$ cat src/rtl/fetch_unit_if.sv
// Instruction-memory port of the fetch unit: request/accept handshake plus a
// separate read-data return channel.
interface fetch_unit_if;
    // A request transfers on a cycle where imem_req and imem_ready are both 1;
    // imem_addr is held stable while imem_req waits for imem_ready.
    // Read data returns later on a cycle with imem_rvalid=1.
    logic        imem_req;
    logic [31:0] imem_addr;
    logic        imem_ready;
    logic        imem_rvalid;
    logic [31:0] imem_rdata;

    modport master (
        output imem_req,
        output imem_addr,
        input  imem_ready,
        input  imem_rvalid,
        input  imem_rdata
    );

    modport slave (
        input  imem_req,
        input  imem_addr,
        output imem_ready,
        output imem_rvalid,
        output imem_rdata
    );
endinterface

$ cat src/rtl/fetch_unit.sv
// Single-outstanding instruction fetch unit: fetches one word, holds it for
// decode/execute, then advances the PC sequentially or to a PC-relative target.
module fetch_unit #(
    parameter logic [31:0] RESET_PC = 32'h0000_0000
) (
    input  logic        clk,
    input  logic        rst_n,
    fetch_unit_if.master imem,
    input  logic        exec_done,
    input  logic        PCSrc,
    input  logic [31:0] ImmExt,
    output logic        instr_valid,
    output logic [31:0] instr,
    output logic [6:0]  opcode,
    output logic [2:0]  func3,
    output logic [6:0]  func7,
    output logic [31:0] pc_out,
    output logic        fault,
    output logic [31:0] instret,
    output logic [2:0]  fsm_state
);

    typedef enum logic [2:0] {
        IDLE  = 3'd0,
        FETCH = 3'd1,
        WAIT  = 3'd2,
        HOLD  = 3'd3,
        ERROR = 3'd4
    } state_t;

    state_t      state;
    state_t      state_next;
    logic        fetch_req;
    logic        capture;
    logic        retire;
    logic [31:0] pc_target;
    logic        misaligned;

    always_comb begin
        pc_target  = PCSrc ? (pc_out + ImmExt) : (pc_out + 32'd4);
        misaligned = |pc_target[1:0];
    end

    always_ff @(posedge clk or negedge rst_n) begin
        if (!rst_n) begin
            state <= IDLE;
        end else begin
            state <= state_next;
        end
    end

    // rvalid is only honoured in WAIT, so responses in any other state drop.
    always_comb begin
        state_next = state;
        fetch_req  = 1'b0;
        capture    = 1'b0;
        retire     = 1'b0;
        case (state)
            IDLE: begin
                state_next = FETCH;
            end
            FETCH: begin
                fetch_req = 1'b1;
                if (imem.imem_ready) begin
                    state_next = WAIT;
                end
            end
            WAIT: begin
                if (imem.imem_rvalid) begin
                    capture    = 1'b1;
                    state_next = HOLD;
                end
            end
            HOLD: begin
                if (exec_done) begin
                    retire     = 1'b1;
                    state_next = misaligned ? ERROR : FETCH;
                end
            end
            ERROR: begin
                state_next = ERROR;
            end
            default: begin
                state_next = IDLE;
            end
        endcase
    end

    always_ff @(posedge clk or negedge rst_n) begin
        if (!rst_n) begin
            pc_out      <= RESET_PC;
            instr       <= 32'd0;
            instr_valid <= 1'b0;
            fault       <= 1'b0;
            instret     <= 32'd0;
        end else begin
            if (capture) begin
                instr       <= imem.imem_rdata;
                instr_valid <= 1'b1;
            end
            // A misaligned target still retires the instruction and is kept in pc_out.
            if (retire) begin
                pc_out      <= pc_target;
                instret     <= instret + 32'd1;
                instr_valid <= 1'b0;
                if (misaligned) begin
                    fault <= 1'b1;
                end
            end
        end
    end

    assign imem.imem_req  = fetch_req;
    assign imem.imem_addr = pc_out;
    assign opcode         = instr[6:0];
    assign func3          = instr[14:12];
    assign func7          = instr[31:25];
    assign fsm_state      = state;

endmodule

$ cat src/flat_wrapper.sv
// flat-port wrapper written by rule: the top's interface ports become plain ports
module fetch_unit_flat 
#(
    parameter logic [31:0] RESET_PC = 32'h0000_0000
)
  (clk, rst_n, exec_done, PCSrc, ImmExt, instr_valid, instr, opcode, func3, func7, pc_out, fault, instret, fsm_state, imem_imem_req, imem_imem_addr, imem_imem_ready, imem_imem_rvalid, imem_imem_rdata);
  fetch_unit_if imem_i ();
  input  logic clk;
  input  logic rst_n;
  input  logic exec_done;
  input  logic PCSrc;
  input  logic [31:0] ImmExt;
  output logic instr_valid;
  output logic [31:0] instr;
  output logic [6:0] opcode;
  output logic [2:0] func3;
  output logic [6:0] func7;
  output logic [31:0] pc_out;
  output logic fault;
  output logic [31:0] instret;
  output logic [2:0] fsm_state;
  output wire logic [$bits(imem_i.imem_req)-1:0] imem_imem_req;
  output wire logic [$bits(imem_i.imem_addr)-1:0] imem_imem_addr;
  input wire logic [$bits(imem_i.imem_ready)-1:0] imem_imem_ready;
  input wire logic [$bits(imem_i.imem_rvalid)-1:0] imem_imem_rvalid;
  input wire logic [$bits(imem_i.imem_rdata)-1:0] imem_imem_rdata;
  assign imem_imem_req = imem_i.imem_req;
  assign imem_imem_addr = imem_i.imem_addr;
  assign imem_i.imem_ready = imem_imem_ready;
  assign imem_i.imem_rvalid = imem_imem_rvalid;
  assign imem_i.imem_rdata = imem_imem_rdata;
  fetch_unit #(.RESET_PC(RESET_PC)) u_core (.clk(clk), .rst_n(rst_n), .imem(imem_i), .exec_done(exec_done), .PCSrc(PCSrc), .ImmExt(ImmExt), .instr_valid(instr_valid), .instr(instr), .opcode(opcode), .func3(func3), .func7(func7), .pc_out(pc_out), .fault(fault), .instret(instret), .fsm_state(fsm_state));
endmodule
$ cat config.mk
export PLATFORM = sky130hd
export DESIGN_NAME = fetch_unit_flat
export DESIGN_NICKNAME = d
export VERILOG_FILES = /design/src/rtl/fetch_unit_if.sv /design/src/rtl/fetch_unit.sv /design/src/flat_wrapper.sv
export SDC_FILE = /design/constraint.sdc
export NUM_CORES = 1
export LEC_CHECK = 0
export ABC_AREA = 1
export CORE_MARGIN = 5
export CORE_UTILIZATION = 50
export DETAILED_ROUTE_END_ITERATION = 10
export GPL_ROUTABILITY_DRIVEN = 0
export PLACE_DENSITY = 0.85
export REMOVE_ABC_BUFFERS = 1
export SYNTH_ARGS = -nofsm -noshare
export SYNTH_HDL_FRONTEND = slang
export SYNTH_SLANG_ARGS = --single-unit
$ cat constraint.sdc
create_clock -name clk -period 2.35 [get_ports clk]
set_input_delay 0.5875 -clock clk [delete_from_list [all_inputs] [get_ports clk]]
set_output_delay 0.5875 -clock clk [all_outputs]
set_load 0.01 [all_outputs]
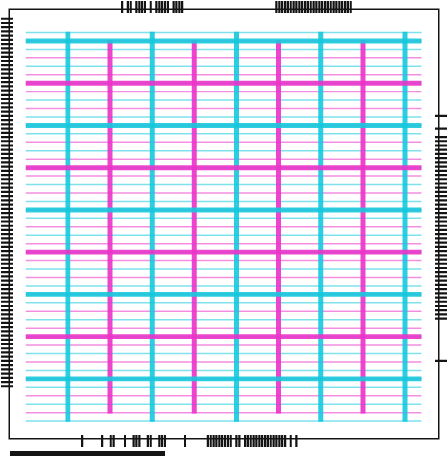
*Floorplan with the power grid*
Bar = 50 µm. Pins as bars on the die edge.
color	net
magenta	VDD
cyan	VSS
met5 straps	9
met4 straps	9
rows	46
signal pins	221
Peak VDD IR: 0.000746 V
DIE WIDTH: 138 µm
die height: 138 µm

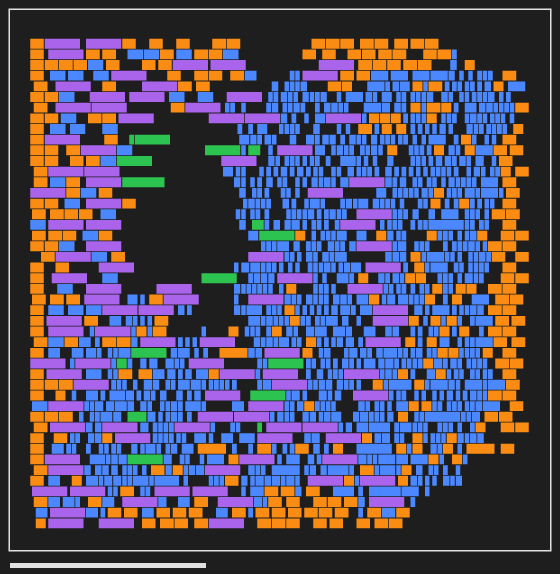
*Cells colored by class*
Bar = 50 µm.
color	class	cells	share of their area
green	clock drivers and dummy loads	16	2.7%
blue	combinational and other logic	1054	48%
orange	other buffers and delay cells	305	26%
purple	flops	101	23%
design area: 0.0113 mm²
flop share of the area: 0.224
core area: 0.0159 mm²

==> results.txt <==
flow finished, numbers: R2R depth 10, Flop pwr share 0.225, Cell Area, Synth slightly above 0.008 mm², status finished clean, Simple Share, Synth 0.346, TNS Setup 0 ns, power in the clock group ~0.0015 W, clock buffer depth 2, R2R setup slack 0.21 ns, Buffers & Inverters on Critical Path 2, Clock transition at path regs about 0.070 ns, Top delay family on crit path simple AND/OR/NAND/NOR gates, post-route minimum period approximately 2.3 ns, M1 wire length approximately 11000 µm, Comb/total area 0.414, WHS roughly 0.22 ns, first-pass GRT wire length about 43000 µm, Setup Skew roughly 0.0077 ns, Pre-Repair DR Iteration Count 6, Yosys Instances around 1200, Syn Area/Cell 6.69 µm², Critical Path, Cell by Cell clkdlybuf4s50_1 -> ha_1 -> nand2_1 -> nand2_1 -> buf_4 -> a21oi_1 -> nand2_1 -> a21oi_1 -> nand2_1 -> nand2_1 -> nand3_1 -> a21oi_1, vias in the first global route between 8000 and 9000, Max Cap Viol 0, CP startpoint kind input port, main logic family after synthesis simple AND/OR/NAND/NOR gates, DR vias/cell between 5 and 6, Area leader share 0.309, Top Metal Used met4, Seq cells post-synth ~100, Synth top cell by count nand2_1, XOR Share, Synth 0.0418, share of cells above drive strength 1 0.121, cell taking the most area after synthesis dfrtp_1, ys flop type dfrtp_1, Largest stage delay, worst path roughly 0.41 ns, Post-synth EDFFs 0, GRT met1 Usage 0.356, Final nets 1575, kind of critical path input port to flip-flop, clk_lat worst skew 0.35 ns, Leading cell kind combinational gates, Die Area between 0.015 and 0.02 mm², Critical Path Most Common Cell nand2_1, Least-Margin Pin Slew 0.589 ns, Reg2Reg Capture Point u_core.imem.imem_addr[30], final core utilization 0.709, post_cts resized 2, launch point of the worst reg-to-reg path u_core.imem.imem_addr[3], Int Power between 0.007 and 0.008 W, DP HPWL around 22000 µm, Fill cells roughly 1300, area grow syn2layout 38.4%, Synthesis Warnings 0, CTS H-tree lvls 3, Comb pwr share 0.663, Synth cell types 39, synthesized chip area reported by yosys 0.00817 mm², Final ANT Viol Nets 0
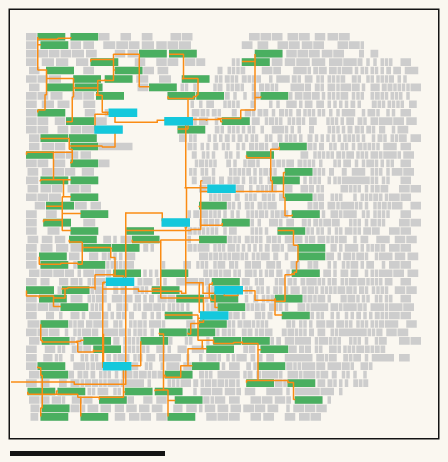
*Clock wires, drivers and flops*
Bar = 50 µm.
[green] flip-flops | count: 101
[orange] clock wires | length: 1320 µm
[cyan] clock drivers | count: 9
routed clock nets	10

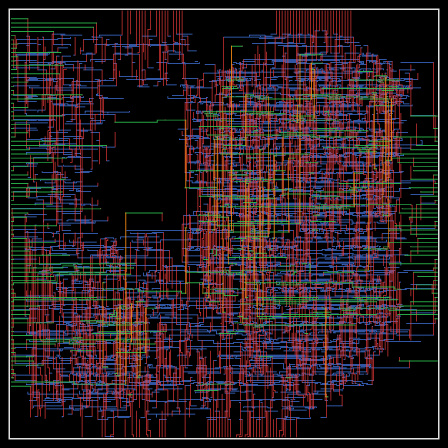
*Wiring by layer*
color	layer	wire length
red	metal 2	12800 µm
blue	metal 1	10800 µm
orange	metal 4	1100 µm
green	metal 3	2830 µm
total wire length: 27500 µm
global-route usage over all layers: 0.287
vias after detailed routing: 9041
wire per inst: 16.3 µm

No activity file was given, so power comes from the tool's default toggle rates.
